[src/rtl/pipelined_adder_if.sv]
// ---------------------------------------------------------------------------
// pipelined_adder_if
// Operand/result handshake bundle for pipelined_adder.
//   x, y, cIn   : operands and carry-in (producer -> adder)
//   inValid     : operand set valid      (producer -> adder)
//   inReady     : adder accepts operands (adder -> producer)
//   sum, cOut   : result and carry-out   (adder -> consumer)
//   outValid    : result valid           (adder -> consumer)
//   outReady    : consumer takes result  (consumer -> adder)
// The WIDTH given here must match the WIDTH of the attached pipelined_adder.
// ---------------------------------------------------------------------------
interface pipelined_adder_if #(
    parameter int WIDTH = 16
);
    logic [WIDTH-1:0] x;
    logic [WIDTH-1:0] y;
    logic             cIn;
    logic             inValid;
    logic             inReady;
    logic [WIDTH-1:0] sum;
    logic             cOut;
    logic             outValid;
    logic             outReady;

    // master: the side that supplies operands and consumes results
    modport master (
        output x, y, cIn, inValid, outReady,
        input  inReady, sum, cOut, outValid
    );

    // slave: the adder itself
    modport slave (
        input  x, y, cIn, inValid, outReady,
        output inReady, sum, cOut, outValid
    );
endinterface

[src/rtl/pipelined_adder.sv]
// ---------------------------------------------------------------------------
// pipelined_adder
// WIDTH-bit adder split into STAGES ripple-carry chunks of CHUNK bits, one
// chunk per pipeline stage, with a valid/ready handshake on both sides.
// Latency is STAGES cycles; throughput is one result per cycle.
//   clk   : clock, rising edge
//   rstN  : asynchronous active-low reset, clears all stage state
//   bus   : pipelined_adder_if.slave (operands in, sum/cOut out, handshakes)
// WIDTH must be an integer multiple of STAGES.
// ---------------------------------------------------------------------------
module pipelined_adder #(
    parameter int WIDTH  = 16,
    parameter int STAGES = 4
) (
    input  logic              clk,
    input  logic              rstN,
    pipelined_adder_if.slave  bus
);
    localparam int CHUNK = WIDTH / STAGES;

    // Stage registers. Stage k holds: sum bits [0 .. (k+1)*CHUNK-1] already
    // computed (upper bits zero), the carry out of chunk k, and the full
    // operand words so the next stage can pick its own chunk.
    logic [STAGES-1:0]            r_v;
    logic [STAGES-1:0]            r_c;
    logic [STAGES-1:0][WIDTH-1:0] r_x;
    logic [STAGES-1:0][WIDTH-1:0] r_y;
    logic [STAGES-1:0][WIDTH-1:0] r_sum;

    // What each stage sees at its input (stage 0: the bus, stage k: reg k-1)
    logic [STAGES-1:0]            w_src_v;
    logic [STAGES-1:0]            w_src_c;
    logic [STAGES-1:0][WIDTH-1:0] w_src_x;
    logic [STAGES-1:0][WIDTH-1:0] w_src_y;
    logic [STAGES-1:0][WIDTH-1:0] w_src_sum;
    logic [STAGES-1:0][WIDTH-1:0] w_sum_next;

    logic [STAGES-1:0][CHUNK-1:0] w_fa_s;   // chunk sum of each stage
    logic [STAGES-1:0]            w_fa_co;  // chunk carry-out of each stage
    logic [STAGES-1:0]            w_ld;     // stage load enables
    logic                         w_unused;

    always_comb begin
        // Operands are forced to zero when not valid so idle cycles do not
        // depend on whatever is parked on the bus.
        w_src_v[0]   = bus.inValid;
        w_src_c[0]   = bus.cIn & bus.inValid;
        w_src_x[0]   = bus.inValid ? bus.x : '0;
        w_src_y[0]   = bus.inValid ? bus.y : '0;
        w_src_sum[0] = '0;
        for (int k = 1; k < STAGES; k++) begin
            w_src_v[k]   = r_v[k-1];
            w_src_c[k]   = r_c[k-1];
            w_src_x[k]   = r_x[k-1];
            w_src_y[k]   = r_y[k-1];
            w_src_sum[k] = r_sum[k-1];
        end
    end

    // Splice each stage's fresh chunk into the forwarded partial sum.
    always_comb begin
        for (int k = 0; k < STAGES; k++) begin
            w_sum_next[k]                  = w_src_sum[k];
            w_sum_next[k][k*CHUNK +: CHUNK] = w_fa_s[k];
        end
    end

    genvar gi, gj;
    generate
        for (gi = 0; gi < STAGES; gi++) begin : g_stage
            // Stage gi loads when it or any stage downstream of it has room,
            // or the consumer drains the last stage. Written in this
            // unrolled form so no bit of w_ld depends on another bit.
            assign w_ld[gi] = bus.outReady | ~(&r_v[STAGES-1:gi]);

            // CHUNK-bit ripple chain of full adders
            for (gj = 0; gj < CHUNK; gj++) begin : g_bit
                logic w_a;
                logic w_b;
                logic w_ci;
                logic w_co;
                assign w_a = w_src_x[gi][gi*CHUNK + gj];
                assign w_b = w_src_y[gi][gi*CHUNK + gj];
                if (gj == 0) begin : g_first
                    assign w_ci = w_src_c[gi];
                end else begin : g_next
                    assign w_ci = g_bit[gj-1].w_co;
                end
                assign w_fa_s[gi][gj] = w_a ^ w_b ^ w_ci;
                assign w_co           = (w_a & w_b) | (w_a & w_ci) | (w_b & w_ci);
            end
            assign w_fa_co[gi] = g_bit[CHUNK-1].w_co;
        end
    endgenerate

    always_ff @(posedge clk or negedge rstN) begin
        if (!rstN) begin
            r_v   <= '0;
            r_c   <= '0;
            r_x   <= '0;
            r_y   <= '0;
            r_sum <= '0;
        end else begin
            for (int k = 0; k < STAGES; k++) begin
                if (w_ld[k]) begin
                    r_v[k] <= w_src_v[k];
                    // Data only moves with a valid transaction; a bubble
                    // just clears the valid bit.
                    if (w_src_v[k]) begin
                        r_x[k]   <= w_src_x[k];
                        r_y[k]   <= w_src_y[k];
                        r_sum[k] <= w_sum_next[k];
                        r_c[k]   <= w_fa_co[k];
                    end
                end
            end
        end
    end

    assign bus.inReady  = w_ld[0];
    assign bus.sum      = r_sum[STAGES-1];
    assign bus.cOut     = r_c[STAGES-1];
    assign bus.outValid = r_v[STAGES-1];

    // Operand bits below the current chunk (and all of the last stage's
    // operands) are never consumed; fold them here so they are not dangling.
    assign w_unused = ^{r_x, r_y};

endmodule

[src/flat_wrapper.sv]
// flat-port wrapper written by rule: the top's interface ports become plain ports
module pipelined_adder_flat 
#(
    parameter int WIDTH  = 16,
    parameter int STAGES = 4
)
  (clk, rstN, bus_x, bus_y, bus_cIn, bus_inValid, bus_outReady, bus_inReady, bus_sum, bus_cOut, bus_outValid);
  pipelined_adder_if #(.WIDTH(WIDTH)) bus_i ();
  input  logic clk;
  input  logic rstN;
  input wire logic [$bits(bus_i.x)-1:0] bus_x;
  input wire logic [$bits(bus_i.y)-1:0] bus_y;
  input wire logic [$bits(bus_i.cIn)-1:0] bus_cIn;
  input wire logic [$bits(bus_i.inValid)-1:0] bus_inValid;
  input wire logic [$bits(bus_i.outReady)-1:0] bus_outReady;
  output wire logic [$bits(bus_i.inReady)-1:0] bus_inReady;
  output wire logic [$bits(bus_i.sum)-1:0] bus_sum;
  output wire logic [$bits(bus_i.cOut)-1:0] bus_cOut;
  output wire logic [$bits(bus_i.outValid)-1:0] bus_outValid;
  assign bus_i.x = bus_x;
  assign bus_i.y = bus_y;
  assign bus_i.cIn = bus_cIn;
  assign bus_i.inValid = bus_inValid;
  assign bus_i.outReady = bus_outReady;
  assign bus_inReady = bus_i.inReady;
  assign bus_sum = bus_i.sum;
  assign bus_cOut = bus_i.cOut;
  assign bus_outValid = bus_i.outValid;
  pipelined_adder #(.WIDTH(WIDTH), .STAGES(STAGES)) u_core (.clk(clk), .rstN(rstN), .bus(bus_i));
endmodule
[config.mk]
export PLATFORM = sky130hd
export DESIGN_NAME = pipelined_adder_flat
export DESIGN_NICKNAME = d
export VERILOG_FILES = /design/src/rtl/pipelined_adder_if.sv /design/src/rtl/pipelined_adder.sv /design/src/flat_wrapper.sv
export SDC_FILE = /design/constraint.sdc
export NUM_CORES = 1
export LEC_CHECK = 0
export CAP_MARGIN = 20
export CORE_MARGIN = 1.5
export CORE_UTILIZATION = 40
export CTS_CLUSTER_DIAMETER = 150
export CTS_CLUSTER_SIZE = 25
export DETAILED_ROUTE_END_ITERATION = 12
export HOLD_SLACK_MARGIN = 0.03
export PLACE_DENSITY_LB_ADDON = 0.2
export SYNTH_ARGS = -nofsm -noshare
export SYNTH_HDL_FRONTEND = slang
export SYNTH_SLANG_ARGS = --single-unit
[constraint.sdc]
create_clock -name clk -period 2.5 [get_ports clk]
set_input_delay 0.75 -clock clk [delete_from_list [all_inputs] [get_ports clk]]
set_output_delay 0.75 -clock clk [all_outputs]
set_load 0.01 [all_outputs]
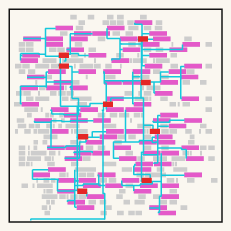
(images/clock_wires.png)
(2 px per um)
[magenta] flip-flops | count: 96
[cyan] clock wires | length: 1,140 um
[red] clock-net drivers | count: 9
routed clock nets: 10

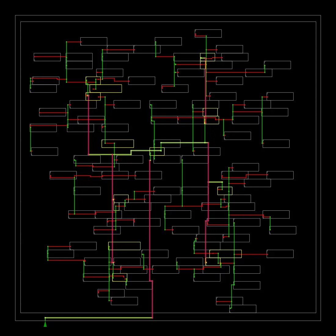
(images/clock_nets.png)
clock tree sinks: 96
worst clock skew on the final layout: 10.5 ps

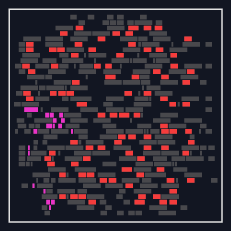
(images/gates.png)
(2 px per um)
[red] mux cells | cells: 92 | most used: mux2_2
[magenta] nand cells | cells: 18 | most used: nand2_1
most numerous logic cell after layout: dfrtp_1
Comb area share: 0.294
tally of non-filler cells in the final layout: 476

==> Flow_metrics.wiki <==
== Implementation results ==
{| class="wikitable"
! Metric !! Value
|-
| Most Used Layer, Global Route || met2
|-
| Path length in cells of the critical path || 9
|-
| Largest net degree at the start of global routing || ~44
|-
| Max-cap violations || 0
|-
| Grt total ovfl || 0
|-
| Met3 track demand over resource || 0.0278
|-
| Largest register FFs || 24
|-
| Max Root-Sink Buffers || 2
|-
| Number of design rule violations left after detail routing || 0
|-
| Data required time of the worst path || 2750 ps
|-
| Power density relative to cell area || about 1000 nW/um^2
|-
| Die width || 106 um
|-
| Net switching fraction of the power || 0.265
|-
| Number of antenna diodes || 0
|-
| Commonest register cell after synthesis || dfrtp_1
|-
| Tot GR Track Use || 0.132
|-
| Design Area, Final || around 5200 sq um
|-
| Psw || around 1.4 mW
|-
| Flop share of the area || 0.465
|-
| Multi-input comb cells || 130
|-
| Post-synth mux share || 0.248
|-
| Placed cells || 460
|-
| Yosys warns || 0
|-
| Cell family contributing the most delay on the critical path || adder cells
|-
| Clock tree from TritonCTS || done
|-
| Cell Area, Placed || 4890 sq um
|-
| Met1 track demand over resource || 0.158
|-
| Number of buffers added by the clock tree synthesis step || 9
|-
| Placer Congestion || 0.666
|-
| Final worst-path cycle share || 0.954
|-
| Via count of the routed design || 2,191
|-
| Fraction of power consumed by combinational cells || 0.292
|-
| Core ar. || 10,300 sq um
|-
| Top area cells in the synthesized netlist || dfrtp_1 57%, mux2_2 20%, fa_1 7.6%, buf_4 3.6%, mux2i_1 3.1%
|-
| Clk. pwr || 1.31 mW
|-
| Count of state elements after synthesis || 96
|-
| Top cell category || flip-flops and latches
|-
| Slew HR || 0.612
|-
| Most frequent logic cells in the routed design || 96 x dfrtp_1, 73 x mux2_2, 48 x clkdlybuf4s50_1
|-
| Outcome || finished clean
|-
| Register share after synthesis || 0.571
|-
| Final setup violation count || 0
|-
| Peak clock frequency supported by timing || 419 MHz
|-
| Reg power frac || 0.454
|-
| Aggregate routed wire length || ~6500 um
|-
| Post-Syn Area || 4210 sq um
|-
| Synth-to-Final Area Change || 22.7%
|-
| Num ports || 56
|-
| Clock transition time at the flip-flop clock pins of the worst setup and hold paths || around 90 ps
|-
| Post-synthesis simple-gate area fraction || 0.0276
|-
| Share of the synthesized area in the top cell type || 0.571
|-
| Yosys Chip Area || around 4200 sq um
|-
| Number of failing hold endpoints at the final stage || 0
|-
| Min Clock Period, post-route || around 2400 ps
|-
| Count of buffer and inverter cells on the critical path || 3
|-
| Crit path to || u_core.r_sum[3]
|-
| Number of global-route vias before repair || 2,392
|-
| Data-path buffer share of cell area in the final layout || 0.132
|-
| Post-Synth AOI/OAI Area || 0.00208
|-
| Max Slew Vio Count || 0
|-
| Type of element launching the critical path || input port
|-
| Count of standard-cell rows || 37
|-
| Largest Register || u_core.r_sum
|-
| Top comb family, area || multiplexers
|-
| Worst reg-to-reg path cell count || 8
|-
| Least-Margin Pin Slew || between 500 and 600 ps
|-
| Gate Area || about 1500 sq um
|-
| Inverters excl. clock || 33
|-
| Most frequent cell on the critical path || fa_2
|-
| Share of flip-flops with an asynchronous set or reset || 1.00
|-
| Post-DRT Antenna Nets || 0
|}
No activity file was given, so power comes from the tool's default toggle rates.
